Design clk_enable_mgr, sky130hd; sources not shown.
Figure 1. Layout detail (run 1).
The bar under the picture is 10 um long. Window x 32 to 57, y 11 to 36 um. Cells in gray, sequential cells in the stronger gray; small squares are vias.
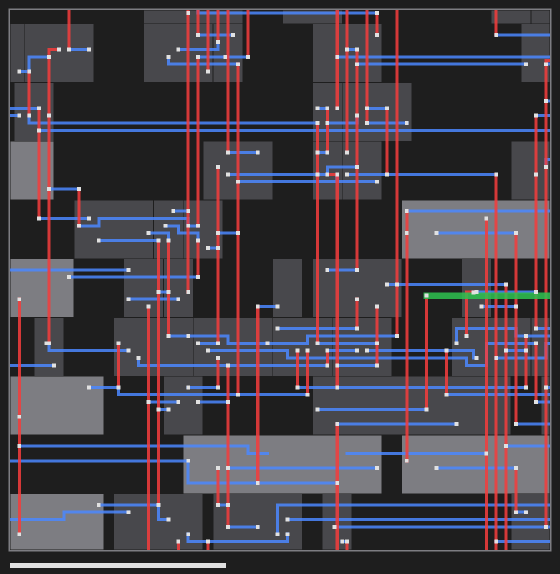
Key: M1 = blue; M3 = green; M2 = red
Most frequent: inv_1 (5), mux2i_1 (4). 34 logic cells have their middle in the window. Sequential cells in the window: 3.

Figure 2. Nets reached from selected ports (run 1).
The bar under the picture is 50 um long.
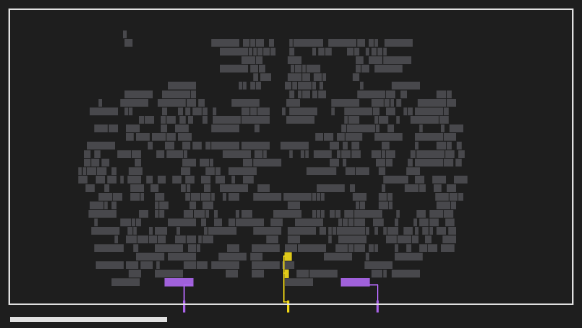
Key: DIV_ACK = purple [bits 2, direction output, end cells 2, buffers 0, wire 16.7 um]; DIV_WE = yellow [bits 1, direction input, end cells 2, buffers 0, wire 17.1 um]
buffers added on ports: 0
IO Pins: 19

Figure 3. Gate families picked out (run 1).
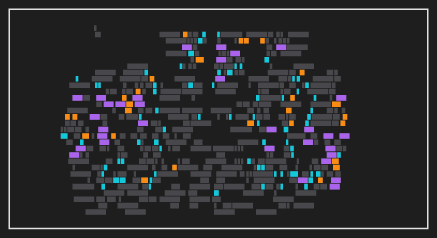
Key: and/or cells = orange [cells 27, most used and3_1]; fa/ha/maj cells = purple [cells 32, most used ha_1]; nor cells = cyan [cells 69, most used nor2_1]
combinational share of cell area: 51.4%
most common cell after layout, fill and taps aside: sky130_fd_sc_hd__dfrtp_1

==> results.rst, run 1 <==
Physical design figures
=======================

.. list-table::
   :header-rows: 1

   * - Metric
     - Value
   * - Outcome
     - completed
   * - Standard cell with the maximum stage delay on the critical path
     - sky130_fd_sc_hd__or4_1
   * - Die area
     - 0.0167 mm2
   * - Sum of negative setup slack
     - 0 ps
   * - Ratio of routed vias to standard cells
     - 4.83
   * - Pins Over Slew Limit
     - 0
   * - Overall power
     - 1420 uW
   * - RSZ-0062 raised after global routing
     - false
   * - Kind of cell with the highest combined delay on the critical path
     - simple AND/OR/NAND/NOR gates
   * - Final hold violation count
     - 0
   * - Post-synth tally of flip-flops with integrated enable
     - 0
   * - Number of cells in Yosys stat
     - 426
   * - Final standard cell count with taps included and fillers excluded
     - 627
   * - Late-Pin Clk Latency
     - 330 ps
   * - Number of buffers inserted during clock tree synthesis
     - 9
   * - Register-to-Register Setup Slack
     - 4030 ps
   * - Cell type with the highest aggregate area in the netlist
     - sky130_fd_sc_hd__dfrtp_1
   * - Vert. Die Dim
     - 93.5 um
   * - Most repeated cell in the gate-level netlist after synthesis
     - sky130_fd_sc_hd__dfrtp_1
   * - Initial cell density of the core
     - 30.4%
   * - Resize count post-CTS
     - 0
   * - Wirelength per Cell
     - 14.5 um
   * - Routability congestion estimate from global placement
     - 0.749
   * - Sequential area share after synthesis
     - 39.7%
   * - Layout Utilization
     - 33.8%
   * - Fillers
     - 1404
   * - Most instantiated flip-flop cell in the synthesis netlist
     - sky130_fd_sc_hd__dfrtp_1
   * - Fraction of the mapped netlist area in compound gates
     - 11.1%
   * - Worst setup path category
     - primary input to flip-flop
   * - Worst hold stages
     - 1
   * - Placed inst area
     - 0.00445 mm2
   * - Number of placed cells counting well taps
     - 611
   * - Setup bufs post-CTS
     - 0
   * - Final period utilization
     - 52.8%
   * - Post-Synthesis Net Count
     - 471
   * - Cell Pwr Density
     - 301 mW/mm2
-- run 1: per-layer routing --
metal | wire length (um) | up-vias | GRT usage (%)
met5 | 0 | - | 0
met4 | 59 | 0 | 2.87
met3 | 199 | 5 | 3.51
met2 | 4340 | 22 | 19.1
met1 | 4520 | 1475 | 15.6
li1 | - | 1529 | -
-- run 1: cell usage in the layout, fill, tap and decap left out, types with 4 or more instances in the layout --
| master | n |
|---|---|
| sky130_fd_sc_hd__and2_1 | 4 |
| sky130_fd_sc_hd__clkbuf_16 | 9 |
| sky130_fd_sc_hd__ha_1 | 32 |
| sky130_fd_sc_hd__nor3b_1 | 4 |
| sky130_fd_sc_hd__xor2_1 | 19 |
| sky130_fd_sc_hd__nor2b_1 | 4 |
| sky130_fd_sc_hd__xnor2_1 | 23 |
| sky130_fd_sc_hd__and4_1 | 5 |
| sky130_fd_sc_hd__dfrtp_1 | 64 |
| sky130_fd_sc_hd__inv_1 | 23 |
| sky130_fd_sc_hd__o21ai_0 | 14 |
| sky130_fd_sc_hd__nand3_1 | 13 |
| sky130_fd_sc_hd__and3_1 | 6 |
| sky130_fd_sc_hd__nand2_1 | 32 |
| sky130_fd_sc_hd__o211ai_1 | 6 |
| sky130_fd_sc_hd__nor4_1 | 4 |
| sky130_fd_sc_hd__or2_2 | 4 |
| sky130_fd_sc_hd__a21oi_1 | 8 |
| sky130_fd_sc_hd__mux2_2 | 18 |
| sky130_fd_sc_hd__nor2_1 | 30 |
| sky130_fd_sc_hd__nor3_1 | 25 |
| sky130_fd_sc_hd__a21o_1 | 6 |
| sky130_fd_sc_hd__mux2i_1 | 16 |
| sky130_fd_sc_hd__o21a_1 | 4 |
-- run 1: power breakdown --
group / total [uW] / internal (uW) / switching [uW]
Combinational: 575 / 256 / 318
Clock: 339 / 205 / 134
Sequential: 504 / 413 / 90.4
-- run 1: area by class of cell --
cell class | count | area [um2] | area share [%]
sequential | 67 | 1680 | 35.7
timing repair buffer | 2 | 15.0 | 0.319
tap | 192 | 240 | 5.10
multi-input combinational | 325 | 2420 | 51.4
inverter | 25 | 96.3 | 2.05
clock buffer | 9 | 225 | 4.78
clock inverter | 7 | 28.8 | 0.611
-- run 1: worst register-to-register path, stage by stage (launching register included) --
cell	delay, ps
sky130_fd_sc_hd__dfrtp_1	420
sky130_fd_sc_hd__inv_1	120
sky130_fd_sc_hd__ha_1	550
sky130_fd_sc_hd__o21ai_2	270
sky130_fd_sc_hd__inv_2	270
sky130_fd_sc_hd__mux2i_1	400
sky130_fd_sc_hd__ha_1	290
sky130_fd_sc_hd__nor3b_1	200
sky130_fd_sc_hd__mux2_2	210
sky130_fd_sc_hd__xor2_1	310
sky130_fd_sc_hd__xnor2_1	160
sky130_fd_sc_hd__nand4b_1	110
sky130_fd_sc_hd__a32oi_1	300
sky130_fd_sc_hd__a31o_1	190
-- run 1: cells by family (layout without fill, tap and decap cells) --
group | count (synthesis) | count (layout)
AOI/OAI and AO/OA | 64 | 64
xor gates and xnor gates | 43 | 43
adders and majority gates | 32 | 32
buffers and inverters | 34 | 43
DFF | 67 | 67
muxes | 34 | 34
and+or+nand+nor | 152 | 152
==> run 1 -> run 2 <==
- clock period: 7.9 -> 4.2 ns (I/O delays scaled with it)
Figure 4. Layout detail (run 2).
The bar under the picture is 10 um long. Window x 32 to 57, y 11 to 36 um. Cells in gray, sequential cells in the stronger gray; small squares are vias.
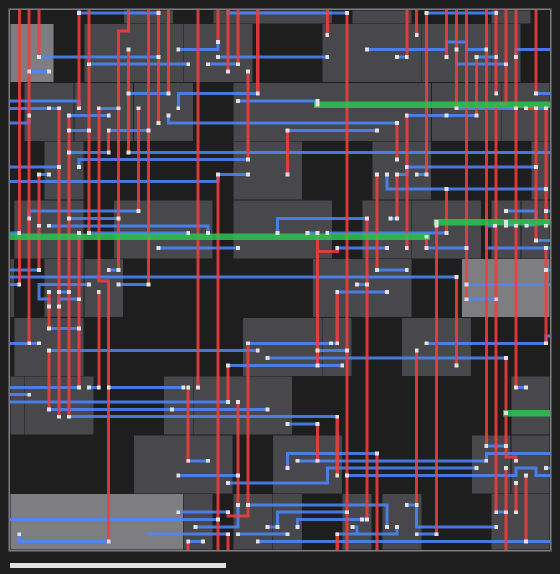
Key: M1 = blue; M3 = green; M2 = red
Sequential cells in the window: 1. Most frequent: ha_1 (7), inv_1 (4), xnor2_1 (4). 42 logic cells have their middle in the window.

==> results.rst, run 2 <==
Physical design figures
=======================

.. list-table::
   :header-rows: 1

   * - Metric
     - Value
   * - Initial cell density of the core
     - 30.4% (unchanged)
   * - Setup bufs post-CTS
     - 0 (unchanged)
   * - Outcome
     - completed (unchanged)
   * - Number of cells in Yosys stat
     - 426 (unchanged)
   * - IO Pins
     - 19 (unchanged)
   * - Most instantiated flip-flop cell in the synthesis netlist
     - sky130_fd_sc_hd__dfrtp_1 (unchanged)
   * - Sink Count
     - 67 (unchanged)
   * - Number of cells on the worst reg-to-reg path
     - 13 (unchanged)
   * - Most repeated cell in the gate-level netlist after synthesis
     - sky130_fd_sc_hd__dfrtp_1 (unchanged)
   * - Most common cell after layout, fill and taps aside
     - sky130_fd_sc_hd__dfrtp_1 (unchanged)
   * - Fraction of the mapped netlist area in compound gates
     - 11.1% (unchanged)
   * - RSZ-0062 raised after global routing
     - false (unchanged)
   * - Post-Synthesis Net Count
     - 471 (unchanged)
   * - Cell Pwr Density
     - 587 mW/mm2 (was 301 mW/mm2)
   * - Overall power
     - 2810 uW (was 1420 uW)
   * - Setup WS pre-CTS
     - 546 ps (was 3390 ps)
   * - Vert. Die Dim
     - 93.5 um (unchanged)
   * - Worst setup path category
     - flip-flop to flip-flop (was primary input to flip-flop)
   * - Number of buffers inserted during clock tree synthesis
     - 9 (unchanged)
   * - Commonest cells after routing, fill and taps aside
     - sky130_fd_sc_hd__dfrtp_1, sky130_fd_sc_hd__nand2_1, sky130_fd_sc_hd__ha_1, sky130_fd_sc_hd__nor2_1, sky130_fd_sc_hd__nor3_1 (unchanged)
   * - Buffers added on ports
     - 0 (unchanged)
   * - Wirelength per Cell
     - 14.8 um (was 14.5 um)
   * - Routability congestion estimate from global placement
     - 0.811 (was 0.749)
   * - Sequential area share after synthesis
     - 39.7% (unchanged)
   * - Worst hold stages
     - 1 (unchanged)
   * - Final period utilization
     - 88.0%
   * - Ratio of routed vias to standard cells
     - 4.82 (was 4.83)
   * - Standard cell with the maximum stage delay on the critical path
     - sky130_fd_sc_hd__ha_1 (was sky130_fd_sc_hd__or4_1)
   * - Die area
     - 0.0167 mm2 (unchanged)
   * - Pins Over Slew Limit
     - 0 (unchanged)
   * - Register-to-Register Setup Slack
     - 510 ps (was 4030 ps)
   * - Resize count post-CTS
     - 0 (unchanged)
   * - Post-synth tally of flip-flops with integrated enable
     - 0 (unchanged)
   * - Final hold violation count
     - 0 (unchanged)
   * - Sum of negative setup slack
     - 0 ps (unchanged)
   * - Kind of cell with the highest combined delay on the critical path
     - adder cells (was simple AND/OR/NAND/NOR gates)
   * - Final setup violation count
     - 0 (unchanged)
Figure 5. Gate families picked out (run 2).
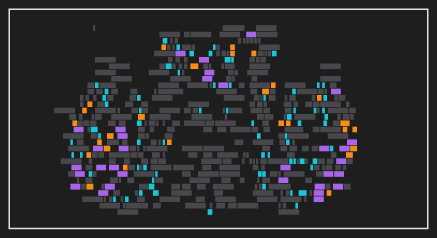
Key: and/or cells = orange [cells 27, most used and3_1]; fa/ha/maj cells = purple [cells 32, most used ha_1]; nor cells = cyan [cells 69, most used nor2_1]
combinational share of cell area: 50.6%
final standard cell count with taps included and fillers excluded: 630

-- run 2: netlist changes by cell type in the layout (fill, tap and decap cells not counted), moves of 2 or more --
cell,before,now
sky130_fd_sc_hd__buf_4,2,4
sky130_fd_sc_hd__clkinv_1,3,1
sky130_fd_sc_hd__clkinv_2,2,0
sky130_fd_sc_hd__clkinvlp_4,0,2
sky130_fd_sc_hd__inv_1,23,21
sky130_fd_sc_hd__inv_6,0,2
-- run 2: logic make-up (layout without fill, tap and decap cells) --
kind of cell | Yosys count | after routing
compound gates | 64 | 64
xor+xnor | 43 | 43
fa+ha+maj | 32 | 32
buf+inv | 34 | 46
flops | 67 | 67
mux | 34 | 34
simple gates | 152 | 152
-- run 2: routing by layer --
| layer | wire [um] | part of all wire [%] | GRT usage [%] | vias to the layer above |
|---|---|---|---|---|
| met1 | 4590 | 49 | 15.9 | 1445 |
| met2 | 4320 | 47 | 18.8 | 39 |
| met4 | 113 | 1.2 | 3.45 | 0 |
| met3 | 271 | 2.9 | 2.91 | 10 |
| li1 | - | - | - | 1545 |
| met5 | 0 | 0 | 0 | - |
-- run 2: where the power goes --
part	internal, uW	leakage (uW)	switching (uW)
Combinational	491	0.00109	619
Sequential	777	0.000854	166
Clock	462	0.000140	294
-- run 2: worst reg2reg max path, delay by kind of cell (launching register included) --
family	cells	cell delay, ps
AND-OR/OR-AND	3	640
XOR/XNOR	2	450
buffers and inverters	2	380
adder cells (fa/ha/maj)	2	820
flip-flops	1	400
AND/OR/NAND/NOR	2	310
multiplexers	2	620
-- run 2: layout make-up --
class	instances	area, um2	area share [%]
Sequential cell	67	1680	35.1
Tap cell	192	240	5.02
Clock buffer	9	225	4.70
Multi-Input combinational cell	325	2420	50.6
Clock inverter	7	75.1	1.57
Timing Repair Buffer	5	50.0	1.04
Inverter	25	96.3	2.01
-- run 2: through the flow --
stage / instances / area [um2] / hold WS (ps) / util, %
5_1_grt: 630 / 4790 / 509 / 34.4
3_5_place_dp: 614 / 4490 / 464 / 32.2
2_1_floorplan: 426 / 4240 / 436 / -
3_3_place_gp: 613 / 4470 / 461 / 32.1
4_1_cts: 630 / 4790 / 471 / 34.4
6_report: 630 / 4790 / 467 / 34.4
No activity file was given, so power comes from the tool's default toggle rates.
